### config.mk
export PLATFORM = sky130hd
export DESIGN_NAME = pix8_frame_decoder
export DESIGN_NICKNAME = d
export VERILOG_FILES = /design/src/rtl/pix_ro_pkg.sv /design/src/rtl/dec38_onehot.sv /design/src/rtl/pix8_frame_decoder.sv
export SDC_FILE = /design/constraint.sdc
export NUM_CORES = 1
export LEC_CHECK = 0
export ABC_AREA = 1
export ABC_CLOCK_PERIOD_IN_PS = 1400
export CELL_PAD_IN_SITES_DETAIL_PLACEMENT = 1
export CELL_PAD_IN_SITES_GLOBAL_PLACEMENT = 2
export CORE_AREA = 2 2 88 90
export DETAILED_ROUTE_END_ITERATION = 8
export DIE_AREA = 0 0 90 92
export PLACE_DENSITY_LB_ADDON = 0.05
export SLEW_MARGIN = 20
export SYNTH_ARGS = -nofsm -noshare
export SYNTH_HDL_FRONTEND = slang
export SYNTH_HIERARCHICAL = 1
export SYNTH_SLANG_ARGS = --single-unit
### constraint.sdc
create_clock -name clk -period 1.4 [get_ports clk]
set_input_delay 0.28 -clock clk [delete_from_list [all_inputs] [get_ports clk]]
set_output_delay 0.28 -clock clk [all_outputs]
set_load 0.05 [all_outputs]
### src/rtl/pix_ro_pkg.sv
// Shared definitions for the pixel readout blocks: group geometry,
// encoder address layout and the frame decoder state encoding.
package pix_ro_pkg;

   localparam int N_PIX        = 8;
   localparam int ADDR_W       = 4;
   localparam int ADDR_HIT_BIT = 3;
   localparam logic [ADDR_W-1:0] EMPTY_CODE = 4'b0000;

   typedef logic [1:0] state_t;
   localparam state_t ST_IDLE  = 2'd0;
   localparam state_t ST_CLEAR = 2'd1;
   localparam state_t ST_SCAN  = 2'd2;
   localparam state_t ST_DONE  = 2'd3;

endpackage

### src/rtl/dec38_onehot.sv
// 3-to-8 decoder: turns an encoder pixel index plus hit flag into a
// one-hot pixel mask (all zero when no hit is flagged).
module dec38_onehot
   import pix_ro_pkg::*;
(
   input  logic [2:0]       idx,
   input  logic             hit,
   output logic [N_PIX-1:0] onehot
);

   // Single bit set at the reported pixel index when the hit flag is high.
   always_comb begin
      onehot = '0;
      if (hit) onehot[idx] = 1'b1;
   end

endmodule

### src/rtl/pix8_frame_decoder.sv
// Readout sequencer for one 8-pixel group: optionally clears the priority
// encoder, scans it one address per settle period, decodes each address
// into a hit frame and offers the frame to the column readout.
//
// Handshake: frame_valid is high only in DONE; frame, hit_cnt, dup_err and
// ovf_err are stable while it is high. A transfer happens on a rising edge
// with frame_valid && frame_ready; frame_valid falls on that edge. The
// frame contents stay on the outputs until the next accepted start.
module pix8_frame_decoder
   import pix_ro_pkg::*;
#(
   parameter int SETTLE_CYC = 2,
   parameter int CLR_CYC    = 2,
   parameter int MAX_STEPS  = 9
)
(
   input  logic              clk,
   input  logic              rst_n,
   input  logic              start,
   input  logic              clear_first,
   input  logic              abort,
   input  logic [ADDR_W-1:0] enc_addr,
   output logic              enc_read,
   output logic              enc_clear,
   output logic [N_PIX-1:0]  frame,
   output logic [3:0]        hit_cnt,
   output logic              frame_valid,
   input  logic              frame_ready,
   output logic              dup_err,
   output logic              ovf_err,
   output logic              busy
);

   state_t            state, state_nxt;
   logic [3:0]        settle_cnt;
   logic [3:0]        clr_cnt;
   logic [7:0]        step_cnt;
   logic [N_PIX-1:0]  addr_mask;
   logic              addr_hit;
   logic              sample;
   logic              last_step;
   logic              start_ok;

   assign addr_hit  = (enc_addr[ADDR_HIT_BIT] != EMPTY_CODE[ADDR_HIT_BIT]);
   assign sample    = (state == ST_SCAN) && (settle_cnt == 4'd0) && !abort;
   assign last_step = (step_cnt == 8'(MAX_STEPS - 1));
   assign start_ok  = (state == ST_IDLE) && start;

   dec38_onehot u_dec (
      .idx    (enc_addr[2:0]),
      .hit    (addr_hit),
      .onehot (addr_mask)
   );

   // State register; reset drops the encoder controls asynchronously.
   always_ff @(posedge clk or negedge rst_n) begin
      if (!rst_n) state <= ST_IDLE;
      else        state <= state_nxt;
   end

   // Next-state logic; abort outranks every other transition outside IDLE.
   always_comb begin
      state_nxt = state;
      if (state != ST_IDLE && abort) begin
         state_nxt = ST_IDLE;
      end else begin
         case (state)
            ST_IDLE:  if (start) state_nxt = clear_first ? ST_CLEAR : ST_SCAN;
            ST_CLEAR: if (clr_cnt == 4'd0) state_nxt = ST_SCAN;
            ST_SCAN:  if (settle_cnt == 4'd0 && (!addr_hit || last_step))
                         state_nxt = ST_DONE;
            ST_DONE:  if (frame_ready) state_nxt = ST_IDLE;
            default:  state_nxt = ST_IDLE;
         endcase
      end
   end

   // Outputs decoded purely from the registered state.
   always_comb begin
      enc_read    = (state == ST_SCAN);
      enc_clear   = (state == ST_CLEAR);
      frame_valid = (state == ST_DONE);
      busy        = (state != ST_IDLE);
   end

   // Counters and frame accumulation; a start zeroes the previous frame.
   always_ff @(posedge clk or negedge rst_n) begin
      if (!rst_n) begin
         settle_cnt <= '0;
         clr_cnt    <= '0;
         step_cnt   <= '0;
         frame      <= '0;
         hit_cnt    <= '0;
         dup_err    <= 1'b0;
         ovf_err    <= 1'b0;
      end else if (start_ok) begin
         settle_cnt <= 4'(SETTLE_CYC - 1);
         clr_cnt    <= 4'(CLR_CYC - 1);
         step_cnt   <= '0;
         frame      <= '0;
         hit_cnt    <= '0;
         dup_err    <= 1'b0;
         ovf_err    <= 1'b0;
      end else if (!abort) begin
         if (state == ST_CLEAR && clr_cnt != 4'd0) clr_cnt <= clr_cnt - 4'd1;
         if (state == ST_SCAN && settle_cnt != 4'd0) settle_cnt <= settle_cnt - 4'd1;
         if (sample) begin
            settle_cnt <= 4'(SETTLE_CYC - 1);
            step_cnt   <= step_cnt + 8'd1;
            if (addr_hit) begin
               frame <= frame | addr_mask;
               if ((frame & addr_mask) != '0) dup_err <= 1'b1;
               else if (hit_cnt != 4'(N_PIX)) hit_cnt <= hit_cnt + 4'd1;
               if (last_step) ovf_err <= 1'b1;
            end
         end
      end
   end

endmodule

==> results.sh, run 1 <==
# yosys + openroad results
export IMPL_placed_cells=430
export IMPL_via_per_inst=4.43
export IMPL_clk_path_buf_depth=2
export IMPL_clk_share=0.0320
export IMPL_fin_setup_tns_ns=-3.51
export IMPL_design_seq_count=32
export IMPL_htree_levels=2
export IMPL_max_cap_viol_count=0
export IMPL_finalWorstSetupSlack_ns=-0.187
export IMPL_reg_largest_list="frame: 8 flops, step_cnt: 8 flops"
export IMPL_num_tap_cells=102
export IMPL_fin_crit_ns=1.59
export IMPL_hold_path_class="input pin to asynchronous set/reset pin"
export IMPL_worstPathArrival_ns=1.31
export IMPL_grt_max_degree=33
export IMPL_end_kind="output pin"
export IMPL_rsz0062_at_grt="yes"
export IMPL_drt_iter0_drc=71
export IMPL_max_slew_worst_pin_slew_ns=0.302
export IMPL_cp_slowest_cell="dfrtp_2"
export IMPL_largest_class="multi-input combinational cells"
export IMPL_floorplan_initialDensity=0.266
export IMPL_area_leaders="dfrtp_1, nand2_1, ha_1"
export IMPL_r2r_setup_slack_ns=-0.16
export IMPL_hold_viol=0
export IMPL_worstRegToRegCells=9
export IMPL_syn_inst=257
export IMPL_core_um2=7450
export IMPL_antenna_found_initial=0
export IMPL_total_power_mw=5.77
export IMPL_path_class="flip-flop to output pin"
export IMPL_dr_pass1_iters=4
export IMPL_cpPeakStageDelay_ns=0.46
export IMPL_p_clk_frac=0.159
export IMPL_dpl_worst_slack_ns=-0.540
export IMPL_top_area_cell="dfrtp_1"
export IMPL_finalNonFillerCells=451
export IMPL_p_switching_mw=2.39
export IMPL_top_cell_area_share=0.405
export IMPL_gp_congestion=0.764
export IMPL_reg2reg_to="hit_cnt[1]"
export IMPL_status="finished, violations left"
export IMPL_path_depth=5
export IMPL_p_leak_nw=1.66
export IMPL_grt_pass1_vias=2117
export IMPL_buf_share=0.285
export IMPL_clkbuf_count=5
export IMPL_p_per_area_nw_per_um2=1660
export IMPL_chipArea_um2=8280
export IMPL_synth_area_um2=1980
export IMPL_logic_gates=188
export IMPL_violations="setup timing"
export IMPL_p_seq_frac=0.221
export IMPL_insertion_delay_ns=0.29
export IMPL_fmax_mhz=630
export IMPL_ir_worst_vdd_v=0.00107
export IMPL_setup_viol=32
export IMPL_slew_headroom=0.799
export IMPL_clock_sinks=32
export IMPL_drv_slew=0
export IMPL_ys_cells=257
export IMPL_dr_max_layer_used="met4"
export IMPL_ant_nets=0
export IMPL_clk_pin_slew_ns=0.08
export IMPL_grt_busiest_layer="met2"
export IMPL_worstSetupStartpointType="flip-flop"
[run 1: kinds of logic (layout without fill, tap and decap cells)]
logic type / after synthesis / count (layout) / share of synthesized area
and+or+nand+nor: 134 / 135 / 0.320
buffers and inverters: 38 / 129 / 0.0746
AOI/OAI and AO/OA: 37 / 37 / 0.105
DFF: 32 / 32 / 0.405
adders and majority gates: 13 / 13 / 0.0822
xor gates and xnor gates: 3 / 3 / 0.0133
[run 1: synth_stat cells (all sizes together)]
cell / n
dfrtp: 32
nor3: 5
a31oi: 1
or2: 2
buf: 2
xor2: 3
nand2: 61
nand3b: 1
and3: 1
nand3: 15
o21a: 1
clkinv: 1
nor2: 43
inv: 35
nand4: 6
ha: 13
o21ai: 19
a21oi: 16
[run 1: worst max path at each step]
| stage | start | end |
|---|---|---|
| floorplan | state[0] | settle_cnt[3] |
| global placement | enc_addr[1] | hit_cnt[1] |
| detailed placement | enc_addr[0] | hit_cnt[0] |
| CTS | state[0] | busy |
| global route | state[1] | hit_cnt[1] |
| finish | state[1] | busy |
[run 1: timing repair]
item,CTS,global route
setup endpoints to repair,34,35
hold buffers,0,0
gates cloned,1,1
pin swaps,13,7
resized,49,26
buffers inserted,12,1
[run 1: metrics by stage]
| step | util | hold WS [ns] |
|---|---|---|
| after detailed placement | 0.402 | 0.488 |
| after floorplan | - | -0.0156 |
| after global placement | 0.402 | 0.488 |
| after CTS | 0.449 | 0.359 |
| after global routing | 0.467 | 0.375 |
| final | 0.467 | 0.357 |
[run 1: power groups by stage]
stage                     clock network [mW]  registers (mW)  logic [mW]
after floorplan                            0            1.44        1.44
final                                  0.919            1.27        3.58
after global placement                     0            1.28        2.93
after detailed placement                   0            1.28        2.94
after global routing                    1.01            1.30        3.90
after CTS                              0.964            1.26        3.36
Figure 1. Register map, names as in the netlist (run 1).
Scale bar: 20 um.
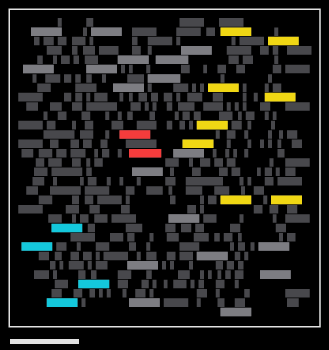
- yellow: `frame` (placed flops 8)
- red: `state` (placed flops 2)
- cyan: `settle_cnt` (placed flops 4; where south-west)
- not colored: 18
fin util: 0.467
Seq area share: 0.231
Flop area: 805 um^2
sequential cell power: 1.27 mW

Figure 2. Pin placement (run 1).
Scale bar: 20 um. Pins as bars across the die edge, other pins in gray.
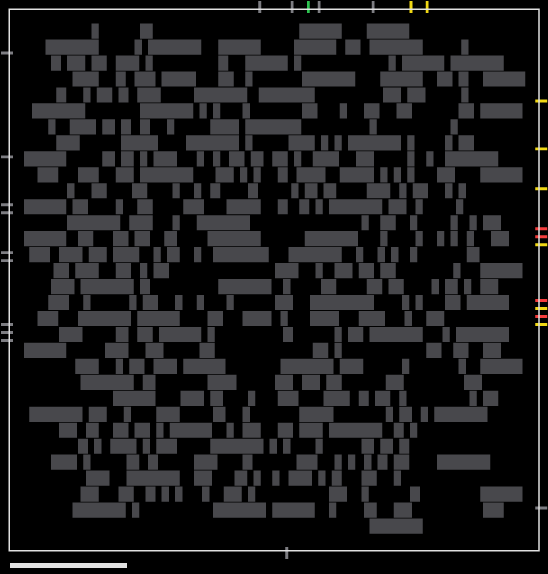
- yellow: `frame` (pins 8; direction output; edge 6 east, 2 north)
- red: `enc_addr` (pins 4; direction input; edge east)
- green: `dup_err` (pins 1; direction output; edge north)
- all pins by edge: 11 east, 9 west, 7 north, 1 south
die y size: 92 um
die width: 90 um
IO buf count: 27

Figure 3. Signal wires on met1 (run 1).
Scale bar: 20 um.
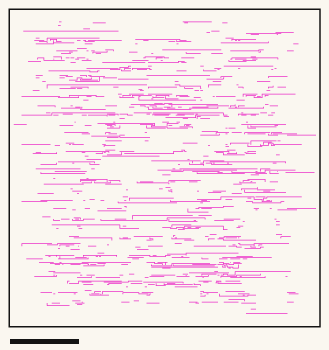
- main direction: horizontal
- share of all routed wire: 46%
- wire length on this layer: 2780 um
routed vias: 1996
global-route track usage on met1: 0.190
WL final: 5.98 mm

Figure 4. A small window of the routed layout (run 1).
Scale bar: 20 um. Window x 20 to 70, y 39 to 89 um. Cells in gray, sequential cells in the stronger gray; small squares are vias.
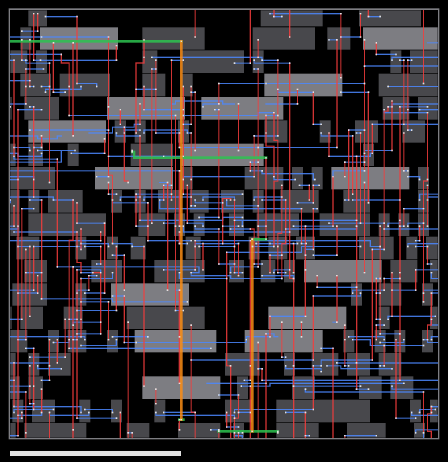
- red: met2
- orange: met4
- green: met3
- blue: met1
- netlist names of flops here include: `frame` (4), `hit_cnt` (4), `clr_cnt` (2)
- sequential cells in the window: 15
- cells with their middle in the window: 139
- most frequent: nand2_1 (26), nor2_1 (20), buf_4 (17)

Figure 5. The clock network (run 1).
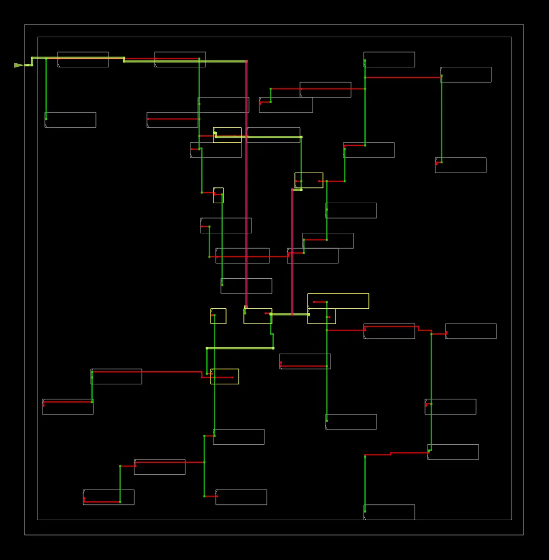

--- run 2 (diff from run 1) ---
Settings changed: CORE_AREA 2 2 88 90 to 2 2 98 81, DIE_AREA 0 0 90 92 to 0 0 100 83.
Figure 6. The clock network (run 2).
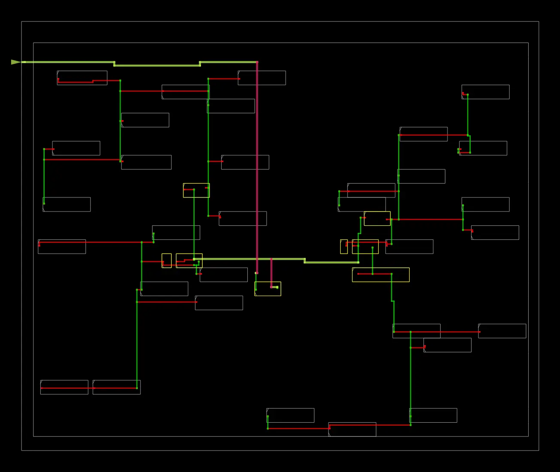
Setup Skew: 0.00504 ns
number of clock buffers in the layout: 6

==> results.sh, run 2 <==
# yosys + openroad results
export IMPL_status="finished, violations left"
export IMPL_violations="setup timing"
export IMPL_drt_iter0_drc=26
export IMPL_postCtsSetupRepairBufs=6
export IMPL_cpPeakStageDelay_ns=0.39
export IMPL_max_slew_worst_pin_slew_ns=0.274
export IMPL_insertion_delay_ns=0.28
export IMPL_hold_viol=0
export IMPL_fin_crit_ns=1.57
export IMPL_total_power_mw=5.63
export IMPL_ir_worst_vdd_v=0.000818
export IMPL_die_w_um=100
export IMPL_synthTopCellsByCount="nand2_1, nor2_1, dfrtp_1, inv_1, a21oi_1"
export IMPL_critPathCapture="busy"
export IMPL_ys_cells=257
export IMPL_p_per_area_nw_per_um2=1650
export IMPL_fmax_mhz=635
export IMPL_rsz0062_at_grt="yes"
export IMPL_cp_slowest_cell="dfrtp_1"
export IMPL_edf_count=0
export IMPL_powerSeq_mw=1.26
export IMPL_syn_inst=257
export IMPL_clk_path_buf_depth=2
export IMPL_path_depth=5
export IMPL_reg_largest_list="frame: 8 flops, step_cnt: 8 flops"
export IMPL_drt_total_wl_mm=6.03
export IMPL_hold_path_class="input pin to asynchronous set/reset pin"
export IMPL_grt_max_degree=33
export IMPL_worstPathArrival_ns=1.29
export IMPL_setup_viol=30
export IMPL_die_h_um=83
export IMPL_synthArstFlopShare=1.00
export IMPL_area_leaders="dfrtp_1, nand2_1, ha_1"
export IMPL_chipArea_um2=8300
export IMPL_ff_type="dfrtp_1"
export IMPL_p_clk_mw=0.890
export IMPL_max_cap_viol_count=0
export IMPL_gp_congestion=0.719
export IMPL_clock_sinks=32
export IMPL_finalWorstSetupSlack_ns=-0.175
export IMPL_top_cell="nand2_1"
export IMPL_end_kind="output pin"
export IMPL_holdBufCountCts=0
export IMPL_worstSetupStartpointType="flip-flop"
## run 2: per-layer routing
metal | vias up | track usage | share of wire
li1 | 1024 | - | -
met1 | 937 | 0.221 | 0.52
met2 | 15 | 0.230 | 0.45
met3 | 4 | 0.0286 | 0.021
met4 | 0 | 0.0374 | 0.0076
met5 | - | 0 | 0
## run 2: layout make-up
type	instances	area (um^2)
well taps	90	113
flip-flops and latches	32	803
repair buffers	91	1000
inverters	36	151
clock inverters	2	35.0
clock buffers	6	72.6
fillers	865	3870
multi-input cells	188	1230
## run 2: per-stage QoR
stage / hold slack [ns] / instances / util / setup WS (ns) / TNS, ns
final: 0.369 / 445 / 0.468 / -0.175 / -2.85
after global routing: 0.387 / 445 / 0.468 / -0.245 / -5.61
after CTS: 0.374 / 440 / 0.449 / -0.183 / -2.18
after detailed placement: 0.489 / 425 / 0.413 / -0.570 / -7.38
after global placement: 0.499 / 425 / 0.413 / -0.504 / -7.21
after floorplan: -0.0156 / 257 / - / -0.135 / -1.94
## run 2: cells by family (layout without fill, tap and decap cells)
kind of cell,after synthesis,in the layout,synth area share
and+or+nand+nor,134,135,0.320
DFF,32,32,0.405
buffers and inverters,38,135,0.0746
AOI/OAI and AO/OA,37,37,0.105
xor gates and xnor gates,3,3,0.0133
adders and majority gates,13,13,0.0822
## run 2: how the worst min path moves through the flow
stage	to	slack (ns)	cells past startpoint	from
floorplan	clr_cnt[0]	-0.02	0	rst_n
global placement	step_cnt[2]	0.50	1	step_cnt[2]
detailed placement	step_cnt[2]	0.49	1	step_cnt[2]
CTS	settle_cnt[3]	0.37	2	rst_n
global route	step_cnt[5]	0.39	2	rst_n
finish	step_cnt[5]	0.37	2	rst_n
Figure 7. Pin placement (run 2).
Scale bar: 20 um. Pins as bars across the die edge, other pins in gray.
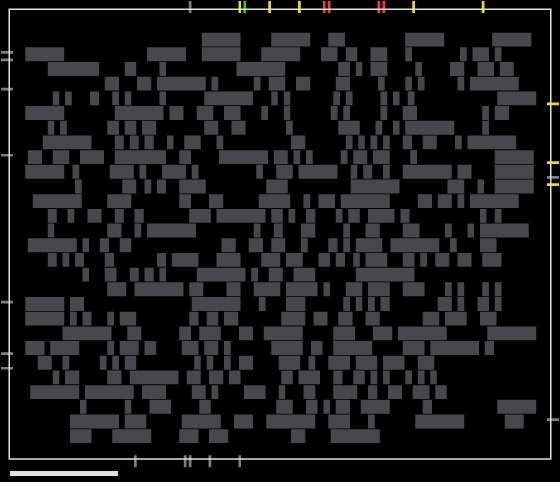

--- run 3 (diff from run 2) ---
Settings changed: RECOVER_POWER set to 50.
Figure 8. Pin placement (run 3).
Scale bar: 20 um. Pins as bars across the die edge, other pins in gray.
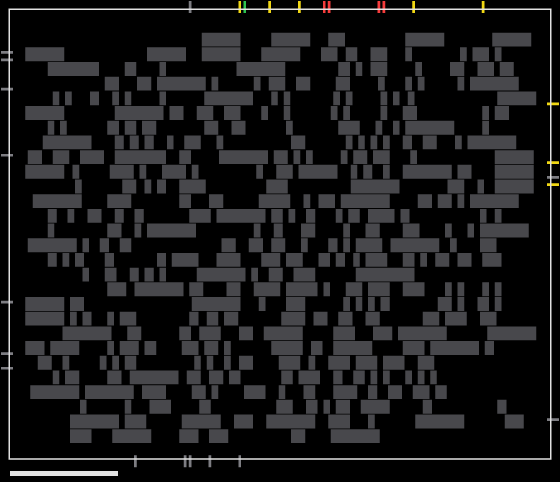
- yellow: `frame` (pins 8; direction output; edge 5 north, 3 east)
- green: `dup_err` (pins 1; direction output; edge north)
- red: `enc_addr` (pins 4; direction input; edge north)
- all pins by edge: 11 north, 7 west, 5 south, 5 east
die width: 100 um
die y size: 83 um

==> results.sh, run 3 <==
# yosys + openroad results
export IMPL_placed_cells=425
export IMPL_cpPeakStageDelay_ns=0.39
export IMPL_skew_ns=0.00503
export IMPL_synth_area_um2=1980
export IMPL_top_logic_kind="simple AND/OR/NAND/NOR gates"
export IMPL_clock_sinks=32
export IMPL_p_switching_mw=2.32
export IMPL_p_leak_nw=1.66
export IMPL_final_core_util=0.466
export IMPL_floorplan_initialDensity=0.272
export IMPL_reg2reg_to="frame[7]"
export IMPL_core_um2=7290
export IMPL_grt_pass1_vias=2091
export IMPL_syn_inst=257
export IMPL_setup_viol=30
export IMPL_chipArea_um2=8300
export IMPL_status="finished, violations left"
export IMPL_xor_area_frac=0.0133
export IMPL_p_clk_frac=0.158
export IMPL_vias=1981
export IMPL_fin_setup_tns_ns=-2.85
export IMPL_top_power_group="combinational cells"
export IMPL_worstRegToRegCells=9
export IMPL_p_clk_mw=0.890
export IMPL_lay_top_cells="buf_4, nand2_1, nor2_1"
export IMPL_ant_nets=0
export IMPL_comb_cell_power_mw=3.47
export IMPL_top_cell_area_share=0.405
export IMPL_ys_sh_simple=0.320
export IMPL_ff_type="dfrtp_1"
export IMPL_ys_sh_mux=0
export IMPL_port_buffers=27
export IMPL_ir_worst_vdd_v=0.000817
export IMPL_postCtsSetupRepairBufs=6
export IMPL_top_area_cell="dfrtp_1"
export IMPL_dpl_worst_slack_ns=-0.570
export IMPL_finalNonFillerCells=445
export IMPL_powerSeq_mw=1.26
export IMPL_drt_total_wl_mm=6.02
export IMPL_reg_largest_list="frame: 8 flops, step_cnt: 8 flops"
export IMPL_min_to="step_cnt[2]"
export IMPL_slew_headroom=0.403
export IMPL_clk_pin_slew_ns=0.07
export IMPL_synthArstFlopShare=1.00
export IMPL_area_leaders="dfrtp_1, nand2_1, ha_1"
export IMPL_insertion_delay_ns=0.28
export IMPL_gp_congestion=0.719
export IMPL_ys_sh_aoi=0.105
export IMPL_edf_count=0
export IMPL_max_cap_viol_count=0
export IMPL_max_slew_worst_pin_slew_ns=0.896
export IMPL_drt_iter0_drc=26
export IMPL_end_kind="output pin"
export IMPL_clk_path_buf_depth=2
export IMPL_regArea_um2=803
export IMPL_violations="setup timing"
export IMPL_synthTopCellsByCount="nand2_1, nor2_1, dfrtp_1, inv_1, a21oi_1"
export IMPL_worstPathArrival_ns=1.29
export IMPL_hp_start="step_cnt[2]"
export IMPL_via_per_inst=4.45
export IMPL_rsz0062_at_grt="yes"
export IMPL_grt_max_degree=33
export IMPL_ys_cells=257
export IMPL_antenna_found_initial=0
export IMPL_adder_share=0.0822
export IMPL_path_class="flip-flop to output pin"
export IMPL_hold_depth=1
export IMPL_holdBufCountCts=0
export IMPL_drv_slew=0
export IMPL_finalWorstSetupSlack_ns=-0.175
export IMPL_p_seq_frac=0.224
export IMPL_fin_crit_ns=1.57
export IMPL_htree_levels=2
-- run 3: worst register-to-register path: cells and delay by family, from the launching register on --
kind	cells	cell delay, ns
compound gates	1	0.10
fa+ha+maj	1	0.17
buf+inv	2	0.21
flops	1	0.40
simple gates	5	0.61
-- run 3: worst max-delay path by stage --
| stage | depth (start not counted) | endpoint | start | slack (ns) |
|---|---|---|---|---|
| after global placement | 12 | hit_cnt[1] | enc_addr[1] | -0.50 |
| after detailed placement | 12 | hit_cnt[0] | enc_addr[0] | -0.57 |
| after global routing | 5 | busy | state[0] | -0.24 |
| final | 5 | busy | state[0] | -0.17 |
| after floorplan | 11 | settle_cnt[3] | state[0] | -0.13 |
| after CTS | 4 | frame_valid | state[0] | -0.18 |
-- run 3: layout make-up --
cell class / count / area share
multi-input cells: 188 / 0.363
clock inverters: 2 / 0.0103
inverters: 36 / 0.0446
flip-flops and latches: 32 / 0.236
repair buffers: 91 / 0.291
clock buffers: 6 / 0.0214
well taps: 90 / 0.0331
-- run 3: per-layer routing --
metal  GRT usage  vias up  wire, um
li1            -     1025         -
met1       0.221      937      3120
met4      0.0374        0        46
met5           0        -         0
met3      0.0286        4       129
met2       0.230       15      2730
-- run 3: through the flow --
| stage | hold slack, ns | total power, mW |
|---|---|---|
| global route | 0.527 | 6.02 |
| finish | 0.500 | 5.62 |
| CTS | 0.374 | 5.45 |
| global placement | 0.499 | 4.20 |
| detailed placement | 0.489 | 4.24 |
| floorplan | -0.0156 | 2.89 |
-- run 3: cell families after synthesis --
family / Yosys count
AND-OR/OR-AND: 37
XOR/XNOR: 3
adder cells (fa/ha/maj): 13
AND/OR/NAND/NOR: 134
buffers and inverters: 38
flip-flops: 32
Power and IR drop assume default switching activity.
